$ cat src/rtl/cru_readback.sv
// CRU read responder: synchronizes TI bus/event inputs, answers CRU reads with
// loopback bits or sticky event flags, and clears flags on CRU writes of 0.
module cru_readback #(
    parameter int unsigned SYNC_STAGES = 2
) (
    input  logic        clk,
    input  logic        rst_n,
    input  logic [0:3]  cru_base,
    input  logic [0:14] addr,
    input  logic        memen_n,
    input  logic        cru_clk,
    input  logic        cru_in,
    input  logic [0:3]  loop_bits,
    input  logic [0:3]  evt,
    output logic        cru_out,
    output logic        cru_oe,
    output logic [0:3]  flags
);

    localparam int unsigned AW = 15;
    localparam int unsigned NF = 4;
    localparam int unsigned SW = AW + 3 + NF;
    // Bit layout: {addr, memen_n, cru_clk, cru_in, evt}; memen_n chain idles high
    localparam logic [SW-1:0] SYNC_RST = SW'(64);

    logic [SW-1:0] sync_q [SYNC_STAGES];
    logic [SW-1:0] sync_last;

    logic [0:AW-1] addr_s;
    logic          memen_n_s;
    logic          cru_clk_s;
    logic          cru_in_s;
    logic [0:NF-1] evt_s;

    logic          cru_clk_prev_q;
    logic [0:NF-1] evt_prev_q;
    logic [0:NF-1] flags_q, flags_d;
    logic          cru_out_q, cru_out_d;
    logic          cru_oe_q, cru_oe_d;

    logic          match;
    logic [2:0]    idx;
    logic          clk_fall;
    logic          clr_en;
    logic [0:NF-1] evt_rise;

    // Input synchronizer chain for every asynchronous TI-side and event input
    always_ff @(posedge clk or negedge rst_n) begin
        if (!rst_n) begin
            for (int unsigned s = 0; s < SYNC_STAGES; s++) begin
                sync_q[s] <= SYNC_RST;
            end
        end else begin
            sync_q[0] <= {addr, memen_n, cru_clk, cru_in, evt};
            for (int unsigned s = 1; s < SYNC_STAGES; s++) begin
                sync_q[s] <= sync_q[s-1];
            end
        end
    end

    assign sync_last = sync_q[SYNC_STAGES-1];
    assign addr_s    = sync_last[SW-1:NF+3];
    assign memen_n_s = sync_last[NF+2];
    assign cru_clk_s = sync_last[NF+1];
    assign cru_in_s  = sync_last[NF];
    assign evt_s     = sync_last[NF-1:0];

    assign idx      = addr_s[12:14];
    assign match    = (addr_s[0:3] == 4'b0001) && (addr_s[4:7] == cru_base)
                      && (addr_s[8:11] == 4'b0000);
    assign clk_fall = cru_clk_prev_q && !cru_clk_s;
    assign clr_en   = clk_fall && match && idx[2] && !cru_in_s;
    assign evt_rise = evt_s & ~evt_prev_q;

    // Flag update: clear first so a coincident rising edge wins
    always_comb begin
        flags_d = flags_q;
        for (int unsigned i = 0; i < NF; i++) begin
            if (clr_en && (idx[1:0] == 2'(i))) begin
                flags_d[i] = 1'b0;
            end
            if (evt_rise[i]) begin
                flags_d[i] = 1'b1;
            end
        end
    end

    always_comb begin
        cru_oe_d  = match && memen_n_s;
        cru_out_d = 1'b0;
        if (cru_oe_d) begin
            cru_out_d = idx[2] ? flags_q[idx[1:0]] : loop_bits[idx[1:0]];
        end
    end

    always_ff @(posedge clk or negedge rst_n) begin
        if (!rst_n) begin
            cru_clk_prev_q <= 1'b0;
            evt_prev_q     <= '0;
            flags_q        <= '0;
            cru_out_q      <= 1'b0;
            cru_oe_q       <= 1'b0;
        end else begin
            cru_clk_prev_q <= cru_clk_s;
            evt_prev_q     <= evt_s;
            flags_q        <= flags_d;
            cru_out_q      <= cru_out_d;
            cru_oe_q       <= cru_oe_d;
        end
    end

    assign cru_out = cru_out_q;
    assign cru_oe  = cru_oe_q;
    assign flags   = flags_q;

endmodule

$ cat config.mk
export PLATFORM = sky130hd
export DESIGN_NAME = cru_readback
export DESIGN_NICKNAME = d
export VERILOG_FILES = /design/src/rtl/cru_readback.sv
export SDC_FILE = /design/constraint.sdc
export NUM_CORES = 1
export LEC_CHECK = 0
export CORE_ASPECT_RATIO = 1.2
export CORE_MARGIN = 2
export CORE_UTILIZATION = 59
export DETAILED_ROUTE_END_ITERATION = 7
export DONT_BUFFER_PORTS = 1
export GPL_TIMING_DRIVEN = 0
export PLACE_DENSITY = 0.75
export SLEW_MARGIN = 20
export SYNTH_ARGS = -nofsm -noshare
export SYNTH_HDL_FRONTEND = slang
export SYNTH_SLANG_ARGS = --single-unit
$ cat constraint.sdc
create_clock -name clk -period 1.8 [get_ports clk]
set_input_delay 0.27 -clock clk [delete_from_list [all_inputs] [get_ports clk]]
set_output_delay 0.27 -clock clk [all_outputs]
set_load 0.05 [all_outputs]
==> git commit body, run 1 <==
Refresh implementation metrics

- Crit-path slowest cell: dfrtp_1
* Ratio of cells with drive above 1 in the final layout: 0.0932
* Pin count of the biggest net entering global routing: 56
* Clock insertion delay at the later pin of the skew report: 0.35 ns
- Floorplan-stage core utilization: 0.630
* Routing usage on met2: 0.307
- Ranked by total cell area, the synthesized netlist is headed by dfrtp_1 (82%), dfstp_2 (3.2%), mux4_1 (3.2%).
* DRC errors left: 0
- Final setup slack of the worst path: 0.0388 ns
* Leakage power: 0.000856 uW
* Fin nets: 149
* Vias post-DR: 773
- Overall die height: 61.5 um
- Overall power: 1930 uW
- The synthesis report names the predominant flop master as dfrtp_1.
- The post-synth count of flops with an enable pin is 0.
* Total Neg Setup Slack: 0 ns
- Worst-path clk slew: 0.14 ns
- DRT antenna net count: 0
- For the pin with the worst max-slew slack, the measured transition is 0.522 ns.
- Minimum clock period: 1.76 ns
- The synthesized design contains 55 register bits.
- Synthesized cell area: 1620 um2
- Proportion of netlist area held by the largest area contributor: 0.817
* Drt first pass iters: 2
- The report shows a maximum critical-path fanout of 3.
- The final weighted congestion recorded by global placement is 0.729.
* Port buffer count: 0
- Number of warning messages in the logs: 26
- In the final report, the number of hold violations comes to 0.
* Fin Clk Skew: 0.00546 ns
* Number of warnings printed during yosys synthesis: 0
- X dimension of the die: 51.9 um
- The number of antenna violations at the first check in global routing came to 0.
* Status: finished clean
* Number of fillers in the final layout: 140
- Type of element capturing the critical path: register
- Count of instantiated cells in the yosys netlist: 86
- Initial drt markers: 3
- After clock tree synthesis, the setup repair step added 0 buffers.
- Using the TritonRoute via totals, the vias-per-cell ratio works out to 5.12.
- Counting along the longest clock path gives a buffer depth of 2.
- The final report lists the setup-violating endpoint count as 0.
* Area of the synthesized netlist per yosys stat: 1620 um2
- Checking hold timing, the worst path is listed with class in -> reg.
* Worst IR drop on VDD: 0.000767 V
- Diode insertion count for antenna repair: 0
- Buf+Inv Stages, Crit Path: 0
- Cells traversed along the worst timing path: mux4_1, mux2_2, and3_1
- The via count of the first global-routing pass came to 855.
* Max frequency: 0.568 GHz
- Root Buffer: clkbuf_4
* P per Cell Area: 976 nW/um2
- Per the OpenROAD floorplan log, the area of the core is 2580 um2.
* Setup Crit Path Kind: reg -> reg
- Arrival time of the worst setup path: 2.02 ns
- Max-cap violations in this run came to 0.
* First-pass GRT wire length: 3.93 mm
- Unrepaired setup endpoints after global routing: false
- TritonCTS built the clock tree.
- I/O pin cnt: 38
- Instance count of the mapped netlist: 86
* Drt total wl: 2.44 mm
- Number of max-slew violations in the final report: 0
* Number of gates on the worst path with buffers counted: 3
* CP delay by family, top: multiplexers
- In the finished design, the share of the clock period the worst path needs comes to 0.978.
* Required time of the worst setup path: 2.06 ns
- The CTS log lists the clock sinks for this run as 55.
* Global route total overflow: 0
- Minimum setup slack after placement: 0.0575 ns
- R2r worst-path depth: 3
- Synthesis-to-finish area growth: 22.1%
* Net count after synthesis: 118
- Per the synth stats, the proportion of register bits with asynchronous set or reset is 1.00.
- Number of distinct standard cells referenced by the synthesized netlist: 20
- In the hold timing report, the worst path depth is 4.
- The clock H-tree reported by CTS has 2 levels.
- Leading cell types by count after synthesis: dfrtp_1 (53), inv_1 (4), o21ai_0 (4), xnor2_1 (4), o41ai_1 (3)
* Element type at the critical path start: register
- dfrtp_1 takes more of the synthesized area than any other cell.
* Part of the Yosys area used for sequential elements: 0.850
- The global routing report lists met1 layer usage as 0.201.
* Syn avg cell area: 18.9 um2
run 1: flip-flops by register name (all words and copies together) (netlist names):
name	count
sync_last	22
sync_q	22
evt_prev_q	4
flags	4
cru_clk_prev_q	1
cru_oe	1
cru_out	1
run 1: layout make-up:
cell class	instances	area [um2]	share of cell area
flip-flops and latches	55	1380	0.696
repair buffers	24	258	0.130
multi-input cells	27	229	0.116
clock buffers	7	55.1	0.0278
well taps	33	41.3	0.0208
inverters	4	15.0	0.00758
clock inverters	1	5.00	0.00253
run 1: worst register-to-register path: cells and delay by family, from the launching register on:
kind	cells	cell delay, ns
multiplexers	2	0.88
flip-flops	1	0.61
AND/OR/NAND/NOR	1	0.18
run 1: metal layers:
layer | wire [um] | part of all wire
met5 | 0 | 0
met4 | 51 | 0.021
met3 | 191 | 0.078
met2 | 1270 | 0.52
met1 | 928 | 0.38
run 1: path summary, 6_finish.rpt:
check	slack, ns	end	startpoint
max	0.04	cru_out	flags[1]
min	0.35	flags[3]	cru_base[2]
min in group asynchronous	0.41	cru_oe	rst_n
min reg2reg	0.36	sync_last[19]	sync_q[41]
max reg2reg	0.04	cru_out	flags[1]
max in group asynchronous	1.11	sync_q[28]	rst_n
run 1: cell families after synthesis:
group | Yosys count | synth area share
compound gates | 8 | 0.0332
xor+xnor | 4 | 0.0216
buf+inv | 4 | 0.00925
flops | 55 | 0.850
mux | 3 | 0.0393
simple gates | 12 | 0.0470
run 1: metrics by stage:
step | instances | area, um2 | hold WS, ns | utilization
final | 151 | 1980 | 0.350 | 0.769
after global routing | 151 | 1980 | 0.370 | 0.769
after CTS | 151 | 1980 | 0.312 | 0.769
after detailed placement | 119 | 1660 | -0.0244 | 0.646
after global placement | 119 | 1660 | -0.0245 | 0.646
after floorplan | 86 | 1620 | -0.0256 | -
run 1: what timing repair did:
item,in CTS,in global routing
endpoints found under the hold margin,77,0
hold buffers,24,0
gates resized,0,0
run 1: layout by cell type (no fill, tap or decap), types with 2 or more instances in the layout:
cell type      instances
dfrtp_1               53
dlygate4sd3_1         23
clkbuf_4               5
xnor2_1                4
inv_1                  4
o21ai_0                4
o41ai_1                3
nand2_1                2
mux4_1                 2
dfstp_2                2
run 1: where the power goes:
part / internal [uW] / switching [uW] / leakage (uW)
Clock: 190 / 337 / 0.0000353
Combinational: 55.1 / 38.2 / 0.000189
Sequential: 1290 / 21.2 / 0.000632
**Run 1: the metal 2 layer**

Scale: 6 px per um.
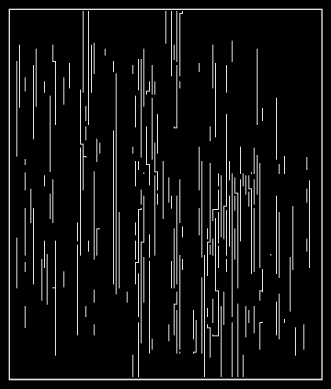
main direction	vertical
wire length on this layer	1270 um
share of all routed wire	52%
longest straight run	36.7 um

**Run 1: sizing map**

Scale: 8 px per um.
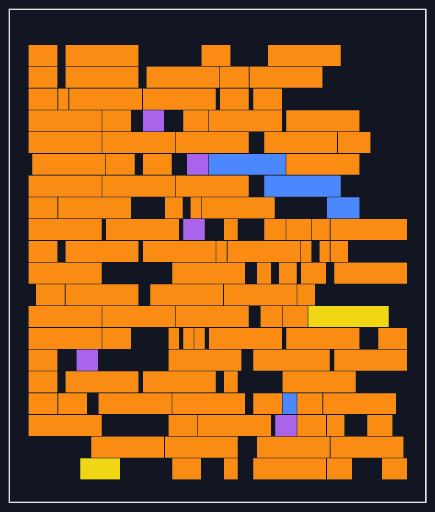
colour	size	cells	share
purple	_3 and _4 cells	5	4.2%
yellow	_6 and larger	2	1.7%
blue	_2 cells	4	3.4%
orange	_0 and _1 cells	107	91%

**Run 1: sequential cells grouped by signal name**

Scale: 6 px per um.
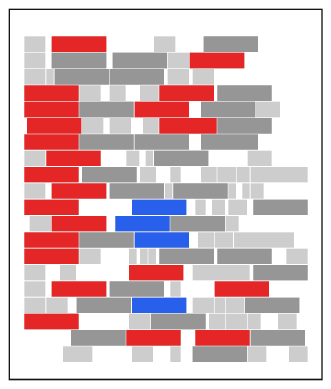
colour	netlist name	placed flops
red	sync_q	22
blue	evt_prev_q	4

**Run 1: congestion heat map**

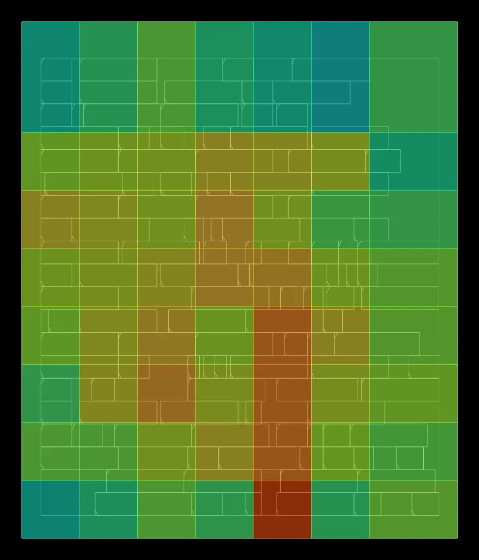
busiest layer in global routing: met2
routed len/inst: 16.2 um
fraction of met3 tracks used by global routing: 0.0655
Tot GR Track Use: 0.182

--- run 2 (diff from run 1) ---
CELL_PAD_IN_SITES_DETAIL_PLACEMENT = 1   (was unset)
CELL_PAD_IN_SITES_GLOBAL_PLACEMENT = 1   (was unset)
CORE_UTILIZATION = 49   (was 59)
PLACE_DENSITY = unset   (was 0.75)
PLACE_DENSITY_LB_ADDON = 0.1   (was unset)
SKIP_CTS_REPAIR_TIMING = 1   (was unset)
**Run 2: sequential cells grouped by signal name**

Scale: 6 px per um.
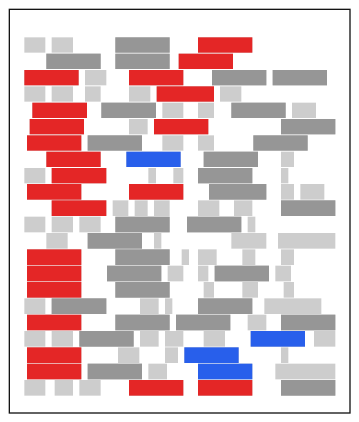
colour	netlist name	placed flops
red	sync_q	22
blue	evt_prev_q	4
not coloured	29

**Run 2: sizing map**

Scale: 8 px per um.
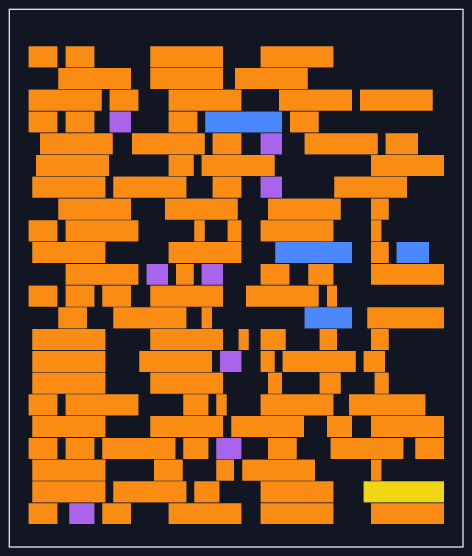
colour	size	cells	share
orange	_0 and _1 cells	105	89%
purple	_3 and _4 cells	8	6.8%
yellow	_6 and larger	1	0.85%
blue	_2 cells	4	3.4%

==> git commit body, run 2 <==
Refresh implementation metrics

* Vias in the first global route: 790
- Number of warning messages in the logs: 26
- Capture point of the worst reg-to-reg path: cru_out
- The OpenROAD report gives the critical path a data arrival time of 1.99 ns.
- The global routing report lists combined usage of all routing layers as 0.135.
* Unrepaired setup endpoints after global routing: false
- Synthesized cell area: 1620 um2
- Entering global routing, the biggest net connects 56 pins.
- Yosys reg bits: 55
- The number of placed instances, taps included, is 122.
- Required time of the worst setup path: 2.07 ns
* Hold crit path type: in -> reg
- TritonCTS built the clock tree.
* Vias post-DR: 792
* Hold Path Depth: 4
- Number of warnings printed during yosys synthesis: 0
- Endpoints failing setup: 0
- CORE AREA: 3110 um2
* CP max FO: 3
- The clock tree synthesis step divided the H-tree into 2 levels.
- Recorded from the global router log, the overflow total was 0.
* Drt first pass iters: 4
- CP delay by family, top: multiplexers
- Proportion of netlist area held by the largest area contributor: 0.817
* Cells traversed along the worst timing path: mux4_1, mux2_2, and3_1
* First-pass GRT wire length: 3.68 mm
- Drt total wl: 2.77 mm
- Number of distinct standard cells referenced by the synthesized netlist: 20
* Number of max-slew violations in the final report: 0
- I/O pin cnt: 38
- For the final database, setup skew stands at 0.0136 ns.
- Synthesis-to-finish area growth: 23.0%
- Port buffer count: 0
- Worst Tran Pin Value: 0.528 ns
- For this configuration, the core starts out at a cell density of 0.522.
- Crit-path slowest cell: dfrtp_1
- Counting flops with a built-in enable in the synthesized netlist gives 0.
- For this design, the sink count on the clock tree is 55.
- The worst path meets setup with 0.0883 ns of slack.
* Buf+Inv Stages, Crit Path: 0
- The flow ran to the end, and the final reports show no timing, DRC or antenna violations.
* Setup Crit Path Kind: reg -> reg
- Max Buffers Root-to-Sink: 2
- Logic cell area: 236 um2
- Looking at the reg2reg group, the worst path starts from flags[2].
* Total Neg Setup Slack: 0 ns
* Most frequent cells in the layout: dfrtp_1 (53), dlygate4sd3_1 (23), clkbuf_4 (5)
- Looking at the cell usage after synthesis, the top flip-flop cell is dfrtp_1.
- STA on the placed design reports a worst setup slack of 0.0865 ns.
* Final Hold Viols: 0
- Maximum capacitance violations: 0
- In the synthesized netlist, the cells that appear most often are dfrtp_1 (53), inv_1 (4), o21ai_0 (4), xnor2_1 (4), o41ai_1 (3).
* Most numerous logic cell after layout: dfrtp_1
- The main area contributors are dfrtp_1 (82%), dfstp_2 (3.2%), mux4_1 (3.2%).
- Looking at the VDD voltage map, the peak drop is 0.000620 V.
- Instance count of the mapped netlist: 86
- DRT antenna net count: 0
- DRC errors left: 0
* Overall die height: 67.0 um
- The worst register-to-register path has a depth of 3.
- Number of fillers in the final layout: 267
- Root Buffer: clkbuf_4
* Max frequency: 0.584 GHz
**Run 2: congestion heat map**

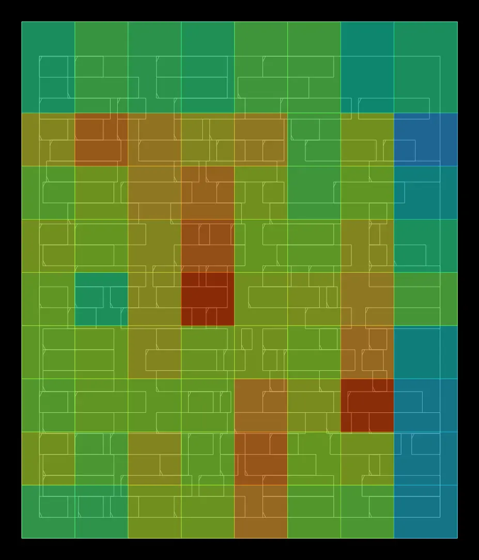
fraction of met3 tracks used by global routing: 0.0621
M1 GR Usage: 0.154
routed len/inst: 18.0 um
routing usage on met2: 0.218

## run 2: layout make-up
cell class	count	area share
clock inverters	3	0.0125
repair buffers	24	0.129
well taps	36	0.0226
inverters	4	0.00752
clock buffers	5	0.0188
flip-flops and latches	55	0.691
multi-input cells	27	0.118
## run 2: power breakdown
group / internal (uW) / leakage (uW) / switching, uW
clock network: 157 / 0.0000314 / 368
registers: 1290 / 0.000632 / 23.6
logic: 55.1 / 0.000194 / 39.3
## run 2: worst max path at each step
| stage | start | end | cells after the start |
|---|---|---|---|
| final | flags[2] | cru_out | 3 |
| after detailed placement | flags[1] | cru_out | 3 |
| after CTS | flags[1] | cru_out | 3 |
| after floorplan | flags[1] | cru_out | 3 |
| after global placement | flags[1] | cru_out | 3 |
| after global routing | sync_last[21] | flags[1] | 4 |
## run 2: per-stage QoR
stage	hold slack [ns]	utilization	cell area [um2]
after floorplan	-0.0256	-	1620
after global placement	-0.0243	0.536	1670
after detailed placement	-0.0242	0.536	1670
after CTS	-0.441	0.556	1730
after global routing	0.377	0.642	2000
final	0.366	0.642	2000
## run 2: metal layers
layer	wire length (um)	part of all wire	GRT usage
met5	0	0	0
met4	36	0.013	0.0625
met3	166	0.060	0.0621
met2	1560	0.56	0.218
met1	1010	0.36	0.154
## run 2: cell families (layout without fill, tap and decap cells)
kind of cell | count (synthesis) | count (layout) | synth area share
and+or+nand+nor | 12 | 12 | 0.0470
xor gates and xnor gates | 4 | 4 | 0.0216
AOI/OAI and AO/OA | 8 | 8 | 0.0332
buffers and inverters | 4 | 36 | 0.00925
DFF | 55 | 55 | 0.850
muxes | 3 | 3 | 0.0393
## run 2: worst min-delay path: cells and delay by family
kind             cells  cell delay [ns]
AND-OR/OR-AND        2             0.17
AND/OR/NAND/NOR      1             0.20
XOR/XNOR             1             0.05
--- run 3 (diff from run 2) ---
CTS_CLUSTER_SIZE = 16   (was unset)
**Run 3: close-up of the layout**

Region (16, 21) to (41, 46) um. Cells in grey, sequential cells in the stronger grey; small squares are vias.
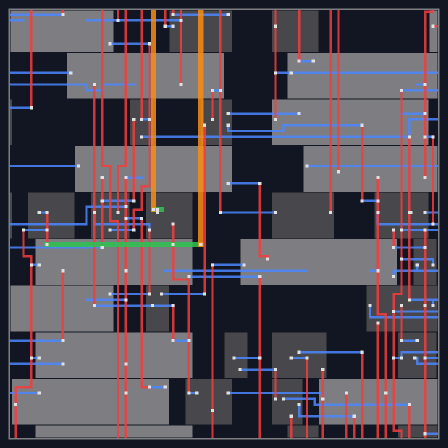
colour	layer
blue	metal 1
red	metal 2
green	metal 3
orange	metal 4
most frequent	dfrtp_1 (11), clkbuf_4 (3)
netlist names of flops here include	sync_last (8), flags (2)
sequential cells in the window	12
cells with their middle in the window	29

**Run 3: congestion heat map**

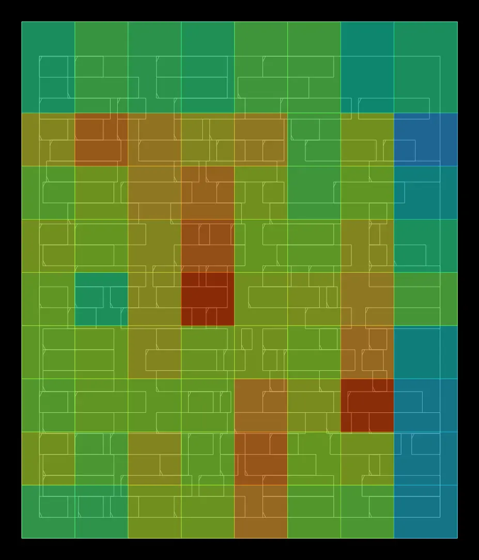
Tot GR Track Use: 0.135
Layout Utilization: 0.642

==> git commit body, run 3 <==
Refresh implementation metrics

- Status: finished clean
- Startpoint of the most critical setup path: flags[2]
* Unrepaired setup endpoints after global routing: false
* Port buffer count: 0
- I/O pin cnt: 38
- The area growth from synthesis to layout is 23.0%.
* Top flip-flop cell by instance count after synthesis: dfrtp_1
- Type of element capturing the critical path: register
* Worst Tran Pin Value: 0.528 ns
- Standard-cell row count: 22
- Overall die height: 67.0 um
- Period utilization: 0.951
- Fin Clk Skew: 0.0136 ns
- The worst VDD IR drop from the latest analysis is 0.000620 V.
* Final Hold Viols: 0
- Diode insertion count for antenna repair: 0
- Worst reg2reg startpoint: flags[2]
- Leaving out fill and tap cells, the most frequent cells in the layout are dfrtp_1 (53), dlygate4sd3_1 (23), clkbuf_4 (5).
- The first detailed-routing pass ran for 4 iterations.
- Area of the synthesized netlist per yosys stat: 1620 um2
- Max Buffers Root-to-Sink: 2
- Setup total negative slack on the finished layout was measured at 0 ns.
- Based on the critical path, the design can be clocked at up to 0.584 GHz.
- Synth async-reset ratio: 1.00
- The power report puts the leakage power at 0.000858 uW.
- The number of clock sinks came to 55.
- After floorplanning, the core was sized to cover 3110 um2.
- Hold crit path type: in -> reg
- Root Buffer: clkbuf_4
- The share of the Yosys chip area taken by registers is 0.850.
- Setup Crit Path Kind: reg -> reg
- The H-tree was split into 2 levels.
- Number of warnings printed during yosys synthesis: 0
- For this design, Yosys synthesis ends with a cell count of 86.
* Library cell occupying the most area in the post-synthesis netlist: dfrtp_1
- Detailed-route iteration 0 reported a violation count of 7.
* Worst-path clk slew: 0.15 ns
- After detailed routing, the total wire length is 2.77 mm.
- The layout has 267 filler cells.
- Setup slack on the critical path of the routed design comes to 0.0883 ns.
* P per Cell Area: 970 nW/um2
- Yosys reg bits: 55
- Number of distinct standard cells referenced by the synthesized netlist: 20
- X dimension of the die: 56.5 um
- The skew report gives the latency at the later pin of the worst-skew pair as 0.36 ns.
* Leading cell types by count after synthesis: dfrtp_1 (53), inv_1 (4), o21ai_0 (4), xnor2_1 (4), o41ai_1 (3)
- Fin nets: 149
* Net count after synthesis: 118
- The post-synth count of flops with an enable pin is 0.
- Ratio of cells with drive above 1 in the final layout: 0.110
- For the worst flop-to-flop path, the logic depth is 3.
- Of the post-synthesis cell area, the dominant cell type holds 0.817.
- The cell area that synthesis handed to floorplanning was 1620 um2.
- Crit-path slowest cell: dfrtp_1
- The count of nets left with antenna violations once routing finished came out at 0.
- Maximum capacitance violations: 0
* TritonCTS clock tree: yes
- Per the finish-stage timing summary, setup violations number 0.
- Number of warning messages in the logs: 26
- In this run the critical register-to-register path is captured at cru_out.
- The congestion estimate from routability-driven global placement came to 0.765.
- Vias in the first global route: 790
- Pin count of the biggest net entering global routing: 56
- The layout report lists the multi-input gate area as 236 um2.
- Number of max-slew violations in the final report: 0
- Worst setup path end: cru_out
- Element type at the critical path start: register
- The first global-routing pass estimated 3.68 mm of wire.
* Sequential cell area: 1380 um2
* Vias post-DR: 792
* Instance count of the mapped netlist: 86
- The worst register-to-register path has a setup slack of 0.09 ns.
- At the worst endpoint, the arrival time is 1.99 ns.
* Required time of the worst setup path: 2.07 ns
* Routed vias/inst: 5.14
* Syn avg cell area: 18.9 um2
- After global routing the overflow that remains totals 0.
**Run 3: sizing map**

Scale: 8 px per um.
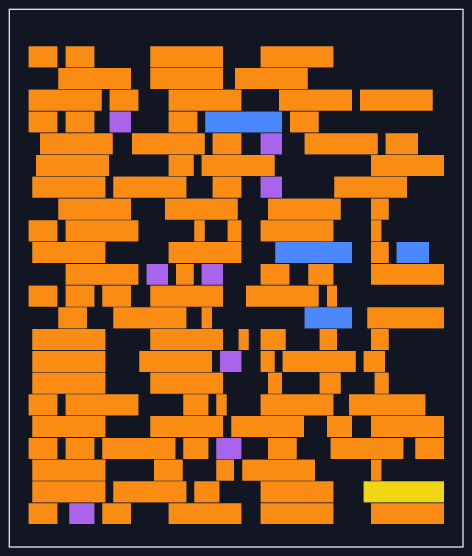
colour	size	cells	share
orange	_0 and _1 cells	105	89%
blue	_2 cells	4	3.4%
purple	_3 and _4 cells	8	6.8%
yellow	_6 and larger	1	0.85%

-- run 3: cell counts after synthesis --
Identical to the previous run, type by type.
-- run 3: power breakdown --
part	total [uW]	internal [uW]	switching [uW]
combinational	94.4	55.1	39.3
sequential	1320	1290	23.6
clock	526	157	368
total	1940	1510	431
-- run 3: area by class of cell --
cell class	instances	share of cell area
Tap cell	36	0.0226
Timing Repair Buffer	24	0.129
Sequential cell	55	0.691
Inverter	4	0.00752
Multi-Input combinational cell	27	0.118
Clock buffer	5	0.0188
Clock inverter	3	0.0125
-- run 3: layer usage --
| metal | vias up | wire length (um) | GRT usage |
|---|---|---|---|
| met1 | 405 | 1010 | 0.154 |
| met3 | 4 | 166 | 0.0621 |
| met4 | 0 | 36 | 0.0625 |
| met5 | - | 0 | 0 |
| met2 | 30 | 1560 | 0.218 |
| li1 | 353 | - | - |
-- run 3: how the worst min path moves through the flow --
stage / startpoint / end / slack, ns / cells after the start
2_1_floorplan: rst_n / cru_clk_prev_q / -0.03 / 0
3_5_place_dp: rst_n / flags[0] / -0.02 / 0
4_1_cts: rst_n / flags[0] / -0.44 / 0
6_report: cru_base[0] / flags[0] / 0.37 / 4
3_3_place_gp: rst_n / evt_prev_q[0] / -0.02 / 0
5_1_grt: sync_q[39] / sync_last[17] / 0.38 / 0
-- run 3: per-stage QoR --
stage / power (uW) / std cells / area, um2 / hold slack, ns
detailed placement: 1360 / 122 / 1670 / -0.0242
global placement: 1360 / 122 / 1670 / -0.0243
CTS: 1880 / 130 / 1730 / -0.441
global route: 2030 / 154 / 2000 / 0.377
finish: 1940 / 154 / 2000 / 0.366
floorplan: 1350 / 86 / 1620 / -0.0256
-- run 3: kinds of logic (layout without fill, tap and decap cells) --
group | Yosys count | in the layout | share of synthesized area
flip-flops | 55 | 55 | 0.850
AND-OR/OR-AND | 8 | 8 | 0.0332
XOR/XNOR | 4 | 4 | 0.0216
multiplexers | 3 | 3 | 0.0393
AND/OR/NAND/NOR | 12 | 12 | 0.0470
buffers and inverters | 4 | 36 | 0.00925
-- run 3: critical path, delay by kind of cell (launching register included) --
| kind | cells | cell delay [ns] |
|---|---|---|
| flops | 1 | 0.61 |
| mux | 2 | 0.85 |
| simple gates | 1 | 0.17 |
Power is estimated from default activity; no workload was simulated.
